`config.mk`:
```
export PLATFORM = sky130hd
export DESIGN_NAME = axi4lite_master_bridge
export DESIGN_NICKNAME = d
export VERILOG_FILES = /design/src/rtl/axi4lite_master_bridge.sv
export SDC_FILE = /design/constraint.sdc
export NUM_CORES = 1
export LEC_CHECK = 0
export CORE_UTILIZATION = 35
export DETAILED_ROUTE_END_ITERATION = 16
export MAX_ROUTING_LAYER = met4
export PLACE_DENSITY = 0.73
export SYNTH_ARGS = -nofsm -noshare
export SYNTH_HDL_FRONTEND = slang
export SYNTH_SLANG_ARGS = --single-unit
```
`constraint.sdc`:
```
create_clock -name aclk -period 2.2 [get_ports aclk]
set_input_delay 0.44 -clock aclk [delete_from_list [all_inputs] [get_ports aclk]]
set_output_delay 0.44 -clock aclk [all_outputs]
set_load 0.005 [all_outputs]
```
`src/rtl/axi4lite_master_bridge.sv`:
```
// Single-outstanding AXI4-Lite initiator: turns a cmd/rsp handshake into one AW/W/B write
// or AR/R read transaction at a time.
module axi4lite_master_bridge #(
  parameter int unsigned ADDR_WIDTH = 32,
  parameter int unsigned DATA_WIDTH = 32,
  parameter logic [2:0]  PROT       = 3'b000
) (
  input  logic                      aclk,
  input  logic                      aresetn,
  input  logic                      cmd_valid,
  output logic                      cmd_ready,
  input  logic                      cmd_write,
  input  logic [ADDR_WIDTH-1:0]     cmd_addr,
  input  logic [DATA_WIDTH-1:0]     cmd_wdata,
  input  logic [DATA_WIDTH/8-1:0]   cmd_wstrb,
  output logic                      rsp_valid,
  input  logic                      rsp_ready,
  output logic                      rsp_write,
  output logic [DATA_WIDTH-1:0]     rsp_rdata,
  output logic [1:0]                rsp_resp,
  output logic                      busy,
  output logic [ADDR_WIDTH-1:0]     m_axi_awaddr,
  output logic [2:0]                m_axi_awprot,
  output logic                      m_axi_awvalid,
  input  logic                      m_axi_awready,
  output logic [DATA_WIDTH-1:0]     m_axi_wdata,
  output logic [DATA_WIDTH/8-1:0]   m_axi_wstrb,
  output logic                      m_axi_wvalid,
  input  logic                      m_axi_wready,
  input  logic [1:0]                m_axi_bresp,
  input  logic                      m_axi_bvalid,
  output logic                      m_axi_bready,
  output logic [ADDR_WIDTH-1:0]     m_axi_araddr,
  output logic [2:0]                m_axi_arprot,
  output logic                      m_axi_arvalid,
  input  logic                      m_axi_arready,
  input  logic [DATA_WIDTH-1:0]     m_axi_rdata,
  input  logic [1:0]                m_axi_rresp,
  input  logic                      m_axi_rvalid,
  output logic                      m_axi_rready
);

  localparam logic [2:0] IDLE  = 3'd0;
  localparam logic [2:0] WR    = 3'd1;
  localparam logic [2:0] WRESP = 3'd2;
  localparam logic [2:0] RADDR = 3'd3;
  localparam logic [2:0] RDATA = 3'd4;
  localparam logic [2:0] RSP   = 3'd5;

  logic [2:0]              state_q, state_d;
  logic [ADDR_WIDTH-1:0]   addr_q, addr_d;
  logic [DATA_WIDTH-1:0]   wdata_q, wdata_d;
  logic [DATA_WIDTH/8-1:0] wstrb_q, wstrb_d;
  logic                    write_q, write_d;
  logic                    aw_done_q, aw_done_d;
  logic                    w_done_q, w_done_d;
  logic [DATA_WIDTH-1:0]   rdata_q, rdata_d;
  logic [1:0]              resp_q, resp_d;
  // Holds cmd_ready low until the first clock after reset release.
  logic                    init_q;

  always_comb begin
    state_d   = state_q;
    addr_d    = addr_q;
    wdata_d   = wdata_q;
    wstrb_d   = wstrb_q;
    write_d   = write_q;
    aw_done_d = aw_done_q;
    w_done_d  = w_done_q;
    rdata_d   = rdata_q;
    resp_d    = resp_q;
    unique case (state_q)
      IDLE: begin
        if (cmd_valid && cmd_ready) begin
          addr_d    = cmd_addr;
          wdata_d   = cmd_wdata;
          wstrb_d   = cmd_wstrb;
          write_d   = cmd_write;
          aw_done_d = 1'b0;
          w_done_d  = 1'b0;
          rdata_d   = '0;
          resp_d    = '0;
          state_d   = cmd_write ? WR : RADDR;
        end
      end
      WR: begin
        aw_done_d = aw_done_q | (m_axi_awvalid & m_axi_awready);
        w_done_d  = w_done_q | (m_axi_wvalid & m_axi_wready);
        if (aw_done_d && w_done_d) state_d = WRESP;
      end
      WRESP: begin
        if (m_axi_bvalid) begin
          resp_d  = m_axi_bresp;
          state_d = RSP;
        end
      end
      RADDR: begin
        if (m_axi_arready) state_d = RDATA;
      end
      RDATA: begin
        if (m_axi_rvalid) begin
          rdata_d = m_axi_rdata;
          resp_d  = m_axi_rresp;
          state_d = RSP;
        end
      end
      RSP: begin
        if (rsp_ready) state_d = IDLE;
      end
      default: state_d = IDLE;
    endcase
  end

  always_ff @(posedge aclk or negedge aresetn) begin
    if (!aresetn) begin
      state_q   <= IDLE;
      addr_q    <= '0;
      wdata_q   <= '0;
      wstrb_q   <= '0;
      write_q   <= 1'b0;
      aw_done_q <= 1'b0;
      w_done_q  <= 1'b0;
      rdata_q   <= '0;
      resp_q    <= '0;
      init_q    <= 1'b0;
    end else begin
      state_q   <= state_d;
      addr_q    <= addr_d;
      wdata_q   <= wdata_d;
      wstrb_q   <= wstrb_d;
      write_q   <= write_d;
      aw_done_q <= aw_done_d;
      w_done_q  <= w_done_d;
      rdata_q   <= rdata_d;
      resp_q    <= resp_d;
      init_q    <= 1'b1;
    end
  end

  // All handshake outputs decode from registers only, so reset clears them asynchronously.
  assign cmd_ready     = init_q && (state_q == IDLE);
  assign busy          = (state_q != IDLE);
  assign m_axi_awaddr  = addr_q;
  assign m_axi_awprot  = PROT;
  assign m_axi_awvalid = (state_q == WR) && !aw_done_q;
  assign m_axi_wdata   = wdata_q;
  assign m_axi_wstrb   = wstrb_q;
  assign m_axi_wvalid  = (state_q == WR) && !w_done_q;
  assign m_axi_bready  = (state_q == WRESP);
  assign m_axi_araddr  = addr_q;
  assign m_axi_arprot  = PROT;
  assign m_axi_arvalid = (state_q == RADDR);
  assign m_axi_rready  = (state_q == RDATA);
  assign rsp_valid     = (state_q == RSP);
  assign rsp_write     = write_q;
  assign rsp_rdata     = rdata_q;
  assign rsp_resp      = resp_q;

endmodule

```
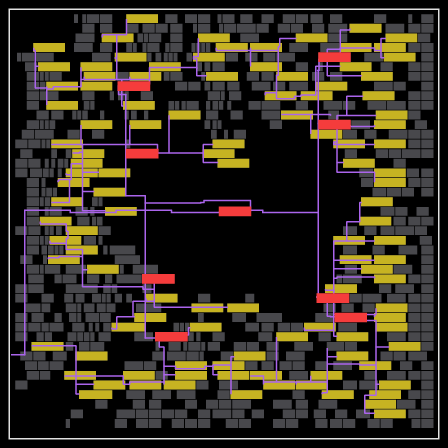
**Above:** run 1 (clock distribution).
flip-flops -> yellow  # count 109
cells driving clock nets -> red  # count 9
clock wires -> purple  # length 1280 um
flops lie = spread over the die
routed clock nets = 10

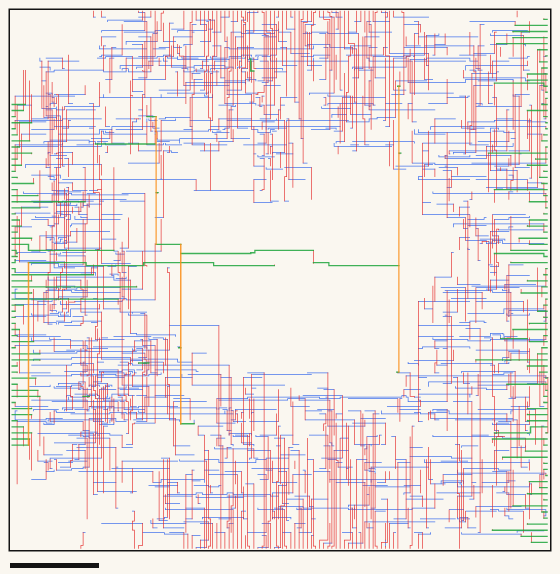
**Above:** run 1 (routed metal, one color a layer).
Scale bar: 20 um.
met1 -> blue  # wire length 5300 um
met3 -> green  # wire length 724 um
met2 -> red  # wire length 6010 um
met4 -> orange  # wire length 173 um
via count: 3645
Total Routed Length: 12.2 mm
DR WL/cell: 15.5 um
total track usage: 17.2%

==> flow_summary_export.csv, run 1 <==
group,metric,value,unit
status,outcome,"finished, final reports clean",
sta,slew_viol_final,0,
power,p_sw,2760,uW
die,die_x,121,um
synthesis,ff_type,"dfrtp_1",
worst_setup_path,crit_type,"reg -> out",
global_route,met3_usage,3.54,%
cells_and_area,mostFrequentLayoutCell,"clkdlybuf4s50_1",
synthesis,ys_seq_share,55.3,%
synthesis,top_cell,"dfrtp_1",
worst_setup_path,crit_fanout,6,
sta,hold_viol_final,0,
synthesis,yosys-stat-cells,382,
placed_design,port_buffers,256,
worst_setup_path,cp-start-kind,"flip-flop",
synthesis,synthArstFlopShare,100,%
power,power_frac_comb,48.6,%
routing,drtPass1Iterations,4,
clock_network,cts_buffers,9,
clock_network,cts.sinks,109,
routing,drt_iter0_drc,188,
power,p_sw_share,28.0,%
die,fp-utilization,35.7,%
sta,rsz0062_at_grt,"false",
sta,timing.hold.ws,0.489,ns
cells_and_area,drive_above_1_share,17.2,%
worst_setup_path,arrival,1.68,ns
die,die-area,14600,um^2
job,warnings,26,
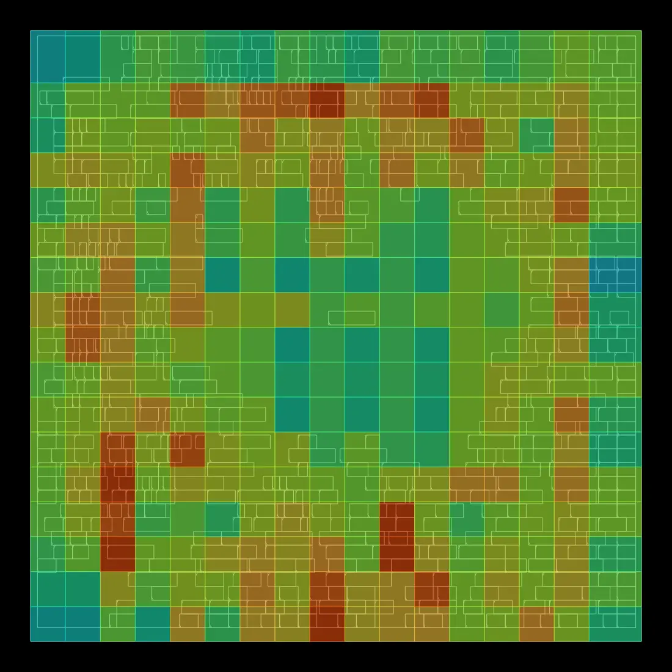
**Above:** run 1 (track usage over the die).
Core Util, Final: 55.8%
grt peak-use layer: met2
GR Layer Usage met2: 27.6%

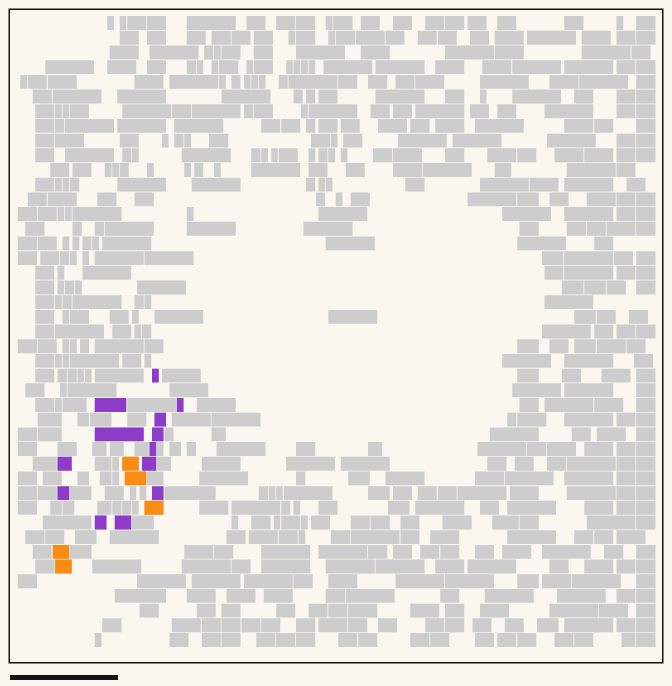
**Above:** run 1 (gate families picked out).
Scale bar: 20 um.
NOR gates -> purple  # cells 13
AND-OR and OR-AND gates -> orange  # cells 5, most used a22o_1, where bottom left

==> run 1: power groups by stage <==
stage | sequential, uW | combinational, uW | clock, uW
after floorplan | 3550 | 2230 | 0
after global placement | 3550 | 4740 | 0
after detailed placement | 3590 | 4830 | 0
after CTS | 3600 | 4860 | 1540
after global routing | 3710 | 5130 | 1620
final | 3590 | 4790 | 1490
==> run 1: critical path, cell delays in order (launching register included) <==
cell             delay [ns]
dfrtp_2                0.47
nor2b_2                0.22
and2_1                 0.16
clkdlybuf4s50_1        0.49
==> run 1: sequential cells by signal, indices dropped and copies added, names as in the netlist <==
signal and count:
w_done_q 1, rsp_write 1, state_q 3, aw_done_q 1
m_axi_wstrb 4, rsp_rdata 32, m_axi_araddr 32, init_q 1
m_axi_wdata 32, rsp_resp 2
==> run 1: cell type report <==
class                           instances  area, um^2
Clock buffer                           13         250
Clock inverter                          3        21.3
Fill cell                            1129        6120
Inverter                                2        7.51
Multi-Input combinational cell        214        1730
Sequential cell                       109        2730
Tap cell                              180         225
Timing Repair Buffer                  268        2740
==> run 1: path summary, 6_finish.rpt <==
kind,slack [ns],cells past startpoint,endpoint
max,0.08,3,m_axi_arvalid
min,0.49,2,m_axi_wdata[29]$_DFFE_PN0P_
max reg2reg,0.46,4,m_axi_araddr[15]$_DFFE_PN0P_
min reg2reg,0.51,1,m_axi_wdata[23]$_DFFE_PN0P_
max in group asynchronous,0.96,3,state_q[0]$_DFFE_PN0P_
min in group aclk,0.51,1,m_axi_wdata[23]$_DFFE_PN0P_
==> run 1: cells by family after synthesis <==
group,Yosys count,synth area share [%]
other,2,0.152
AND/OR/NAND/NOR,90,8.11
flip-flops,109,55.3
AND-OR/OR-AND,45,5.25
multiplexers,72,20.7
buffers and inverters,64,10.5
==> run 1 -> run 2 <==
Settings changed: CTS_CLUSTER_SIZE set to 25.
Clock period 2.2 ns to 2.45 ns, I/O delays scaled along.
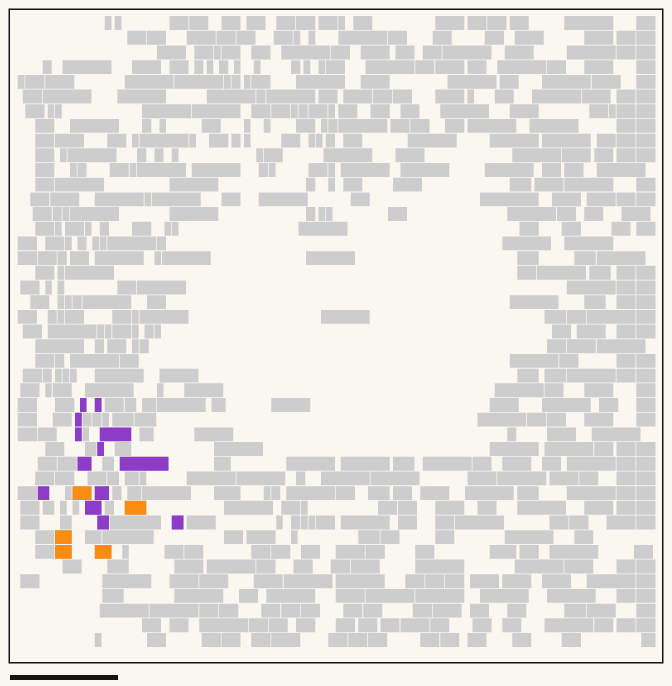
**Above:** run 2 (gate families picked out).
Scale bar: 20 um.
NOR gates -> purple  # cells 13, most used nor2_1
AND-OR and OR-AND gates -> orange  # cells 5, most used a22o_1, where bottom left

==> run 2 against run 1 <==
Effect of this change: first-iteration DRC count fell by 49%; sequential power down about 10%; power down 9.5%; global-route usage fell by 0.21 points; die area unchanged; flip-flop count unchanged; core utilization shrank 0.37 points; register-to-register slack improved by 0.14 ns; critical endpoint unchanged; largest cell class is now registers; highest routed layer unchanged.
==> flow_summary_export.csv, run 2 <==
group,metric,value,unit
cells_and_area,drive_above_1_share,16.6,%
cells_and_area,stdcell_count,784,
routing,drc_errors,0,
clock_network,cts.sinks,109,
clock_network,path_clk_slew,0.07,ns
worst_setup_path,arrival,1.85,ns
global_route,met3_usage,3.44,%
status,outcome,"finished, final reports clean",
synthesis,top_cell,"dfrtp_1",
synthesis,ff_type,"dfrtp_1",
die,die-area,14600,um^2
cells_and_area,lay_top_cells,"255 x clkdlybuf4s50_1, 107 x dfrtp_1, 69 x nand2_1",
global_route,use_met2,28.0,%
global_route,grt-busiest-layer,"met2",
synthesis,yosys-stat-cells,382,
clock_network,cts_buffers,9,
routing,routedWlPerCell,15.4,um
synthesis,ys_seq_share,55.3,%
die,rows,43,
sta,finClkSkew,0.00699,ns
synthesis,synthArstFlopShare,100,%
routing,drt_iter0_drc,96,
sta,rsz0062_at_grt,"false",
routing,drtPass1Iterations,4,
cells_and_area,utilization,55.4,%
synthesis,syn_inst,382,
sta,slew_viol_final,0,
worst_setup_path,cp-start-kind,"flip-flop",
worst_setup_path,rrSetupSlack,0.60,ns
global_route,grtUsageTotal,17.0,%
worst_setup_path,r2r_cells,4,
worst_setup_path,crit_type,"reg -> out",
routing,finalWirelength,12.1,mm
worst_setup_path,crit_fanout,13,
worst_setup_path,r2r_end,"m_axi_wdata[25]$_DFFE_PN0P_",
sta,hold_viol_final,0,
die,die_x,121,um
sta,min_period,2.34,ns
die,fp-utilization,35.7,%
job,warnings,26,
placed_design,port_buffers,256,
worst_setup_path,crit_end,"m_axi_arvalid",
routing,route.vias.total,3602,
cells_and_area,mostFrequentLayoutCell,"clkdlybuf4s50_1",
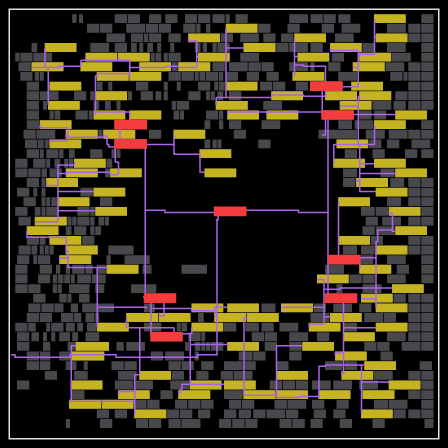
**Above:** run 2 (clock distribution).
cells driving clock nets -> red  # count 9
clock wires -> purple  # length 1320 um
flip-flops -> yellow  # count 109
routed clock nets = 10
Latency at later pin: 0.34 ns
Clk pwr share: 16.6%

run 2: cell type report:
cell class,instances,area [um^2]
clock buffer,13,260
clock inverter,3,43.8
timing repair buffer,263,2660
tap,180,225
multi-input combinational,214,1730
sequential,109,2730
inverter,2,7.51
fill,1121,6170
run 2: stage by stage:
step           total power, uW  cell area, um^2  hold slack, ns  setup slack [ns]
6_report                  8930             7660          0.0868             0.108
5_1_grt                   9460             7660           0.109            0.0373
4_1_cts                   9040             7650          0.0881            0.0832
3_5_place_dp              7510             7350           0.465             0.334
3_3_place_gp              7390             7350           0.453             0.396
2_1_floorplan             5190             4950           0.194             0.831
run 2: critical path: stages, from the launching register on:
cell and delay (ns):
dfrtp_2 0.53, nor2b_1 0.30, and2_1 0.17, clkdlybuf4s50_1 0.51
run 2: logic make-up after synthesis:
family | Yosys count | synth area share, %
flops | 109 | 55.3
compound gates | 45 | 5.25
other cells | 2 | 0.152
mux | 72 | 20.7
simple gates | 90 | 8.11
buf+inv | 64 | 10.5
run 2: repair_timing:
item                                    4_1_cts  5_1_grt
buffers inserted                              0        0
pin swaps                                     0        0
gates resized                                 2        1
endpoints found under the setup margin        3        2
gates cloned                                  0        0
run 2: layer usage:
layer | up-vias | part of all wire, %
met2 | 168 | 50
met4 | 0 | 1.2
met3 | 11 | 6.1
met5 | - | 0
met1 | 1762 | 43
li1 | 1661 | -
run 2: report_power, final:
part	total [uW]	internal (uW)	switching, uW
clock network	1480	851	628
registers	3230	2630	607
logic	4220	2990	1220
total	8930	6470	2460
==> run 2 -> run 3 <==
Settings changed: MAX_ROUTING_LAYER met4 to not set.
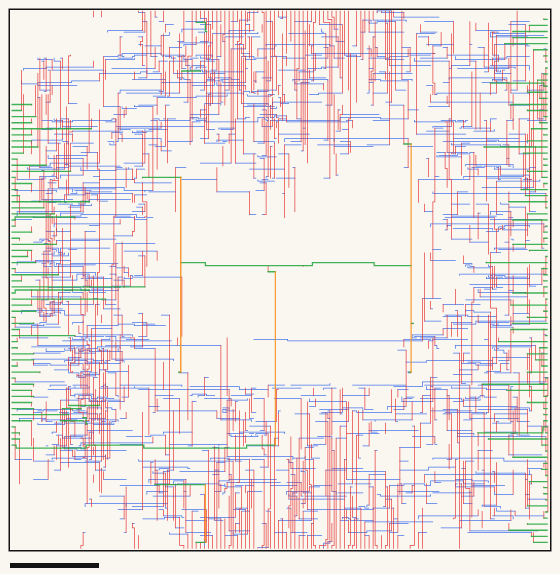
**Above:** run 3 (routed metal, one color a layer).
Scale bar: 20 um.
met4 -> orange  # wire length 146 um
met2 -> red  # wire length 6000 um
met3 -> green  # wire length 834 um
met1 -> blue  # wire length 5090 um
via count: 3601
DR WL/cell: 15.4 um

==> run 3 against run 2 <==
Effect of this change: maximum frequency shrank 0.88%; power is essentially flat; synthesized cell count is the same; area after synthesis is the same; via count is essentially flat; first-iteration DRC count grew 23%; routed wire length shrank 0.16%; flip-flop count is the same; core utilization is the same; hold slack is essentially flat; clock skew is essentially flat; sequential power is essentially flat.
==> flow_summary_export.csv, run 3 <==
group,metric,value,unit
clock_network,path_clk_slew,0.07,ns
synthesis,ys_seq_share,55.3,%
worst_setup_path,slowest_delay,0.54,ns
synthesis,yosys-stat-cells,382,
routing,drtPass1Iterations,4,
die,die-area,14600,um^2
cells_and_area,final-clk-cell-share,3.97,%
cells_and_area,buf_share,34.8,%
status,outcome,"finished, final reports clean",
worst_setup_path,rrSetupSlack,0.59,ns
cells_and_area,num-nonclk-buffers,263,
clock_network,cts_buffers,9,
cells_and_area,largest_class,"registers",
routing,finalWirelength,12.1,mm
clock_network,clk-insertion-delay-late,0.34,ns
power,comb-power,4220,uW
worst_setup_path,critPathBufInv,1,
power,p_int,6470,uW
worst_setup_path,slowest_stage,"dfrtp_2",
synthesis,syn_inst,382,
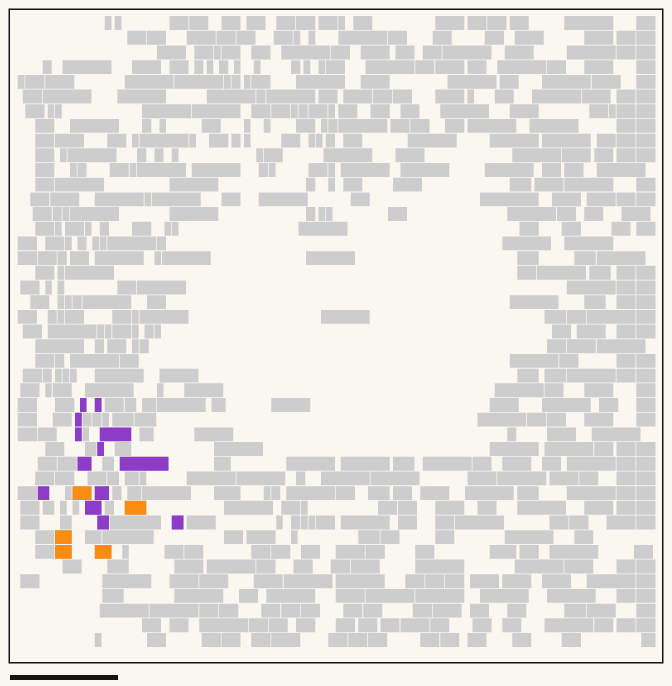
**Above:** run 3 (gate families picked out).
Scale bar: 20 um.
NOR gates -> purple  # cells 13, most used nor2_1
AND-OR and OR-AND gates -> orange  # cells 5, most used a22o_1, where bottom left

==> run 3: kinds of logic (layout without fill, tap and decap cells) <==
family          Yosys count  after routing  synth area share, %
simple gates             90             90                 8.11
buf+inv                  64            281                 10.5
flops                   109            109                 55.3
other cells               2              7                0.152
compound gates           45             45                 5.25
mux                      72             72                 20.7
==> run 3: final timing paths <==
| check | from | endpoint | depth (start not counted) |
|---|---|---|---|
| setup reg to reg | state_q[0]$_DFFE_PN0P_ | rsp_resp[0]$_DFFE_PN0P_ | 4 |
| setup / recovery | state_q[1]$_DFFE_PN0P_ | m_axi_arvalid | 3 |
| min in group aclk | m_axi_wdata[25]$_DFFE_PN0P_ | m_axi_wdata[25]$_DFFE_PN0P_ | 1 |
| max in group asynchronous | aresetn | rsp_rdata[10]$_DFFE_PN0P_ | 2 |
| hold / removal | aresetn | m_axi_wstrb[2]$_DFFE_PN0P_ | 1 |
| hold reg to reg | m_axi_wdata[25]$_DFFE_PN0P_ | m_axi_wdata[25]$_DFFE_PN0P_ | 1 |
==> run 3: metal layers <==
layer,track usage (%),up-vias,wire [um]
met1,20.2,1762,5090
li1,-,1662,-
met3,3.96,11,833
met4,5.48,0,146
met2,28.2,166,6000
met5,0,-,0
==> run 3: per-stage QoR <==
| step | utilization, % | power, uW | area (um^2) | std cells | setup slack [ns] |
|---|---|---|---|---|---|
| after floorplan | - | 5190 | 4950 | 387 | 0.831 |
| after global placement | 53.1 | 7390 | 7350 | 768 | 0.396 |
| after detailed placement | 53.1 | 7510 | 7350 | 768 | 0.334 |
| after CTS | 55.4 | 9040 | 7650 | 784 | 0.0832 |
| after global routing | 55.4 | 9460 | 7660 | 784 | 0.0353 |
| final | 55.4 | 8930 | 7660 | 784 | 0.0869 |
Power figures rest on the tool's default switching activity, not on a simulated workload.
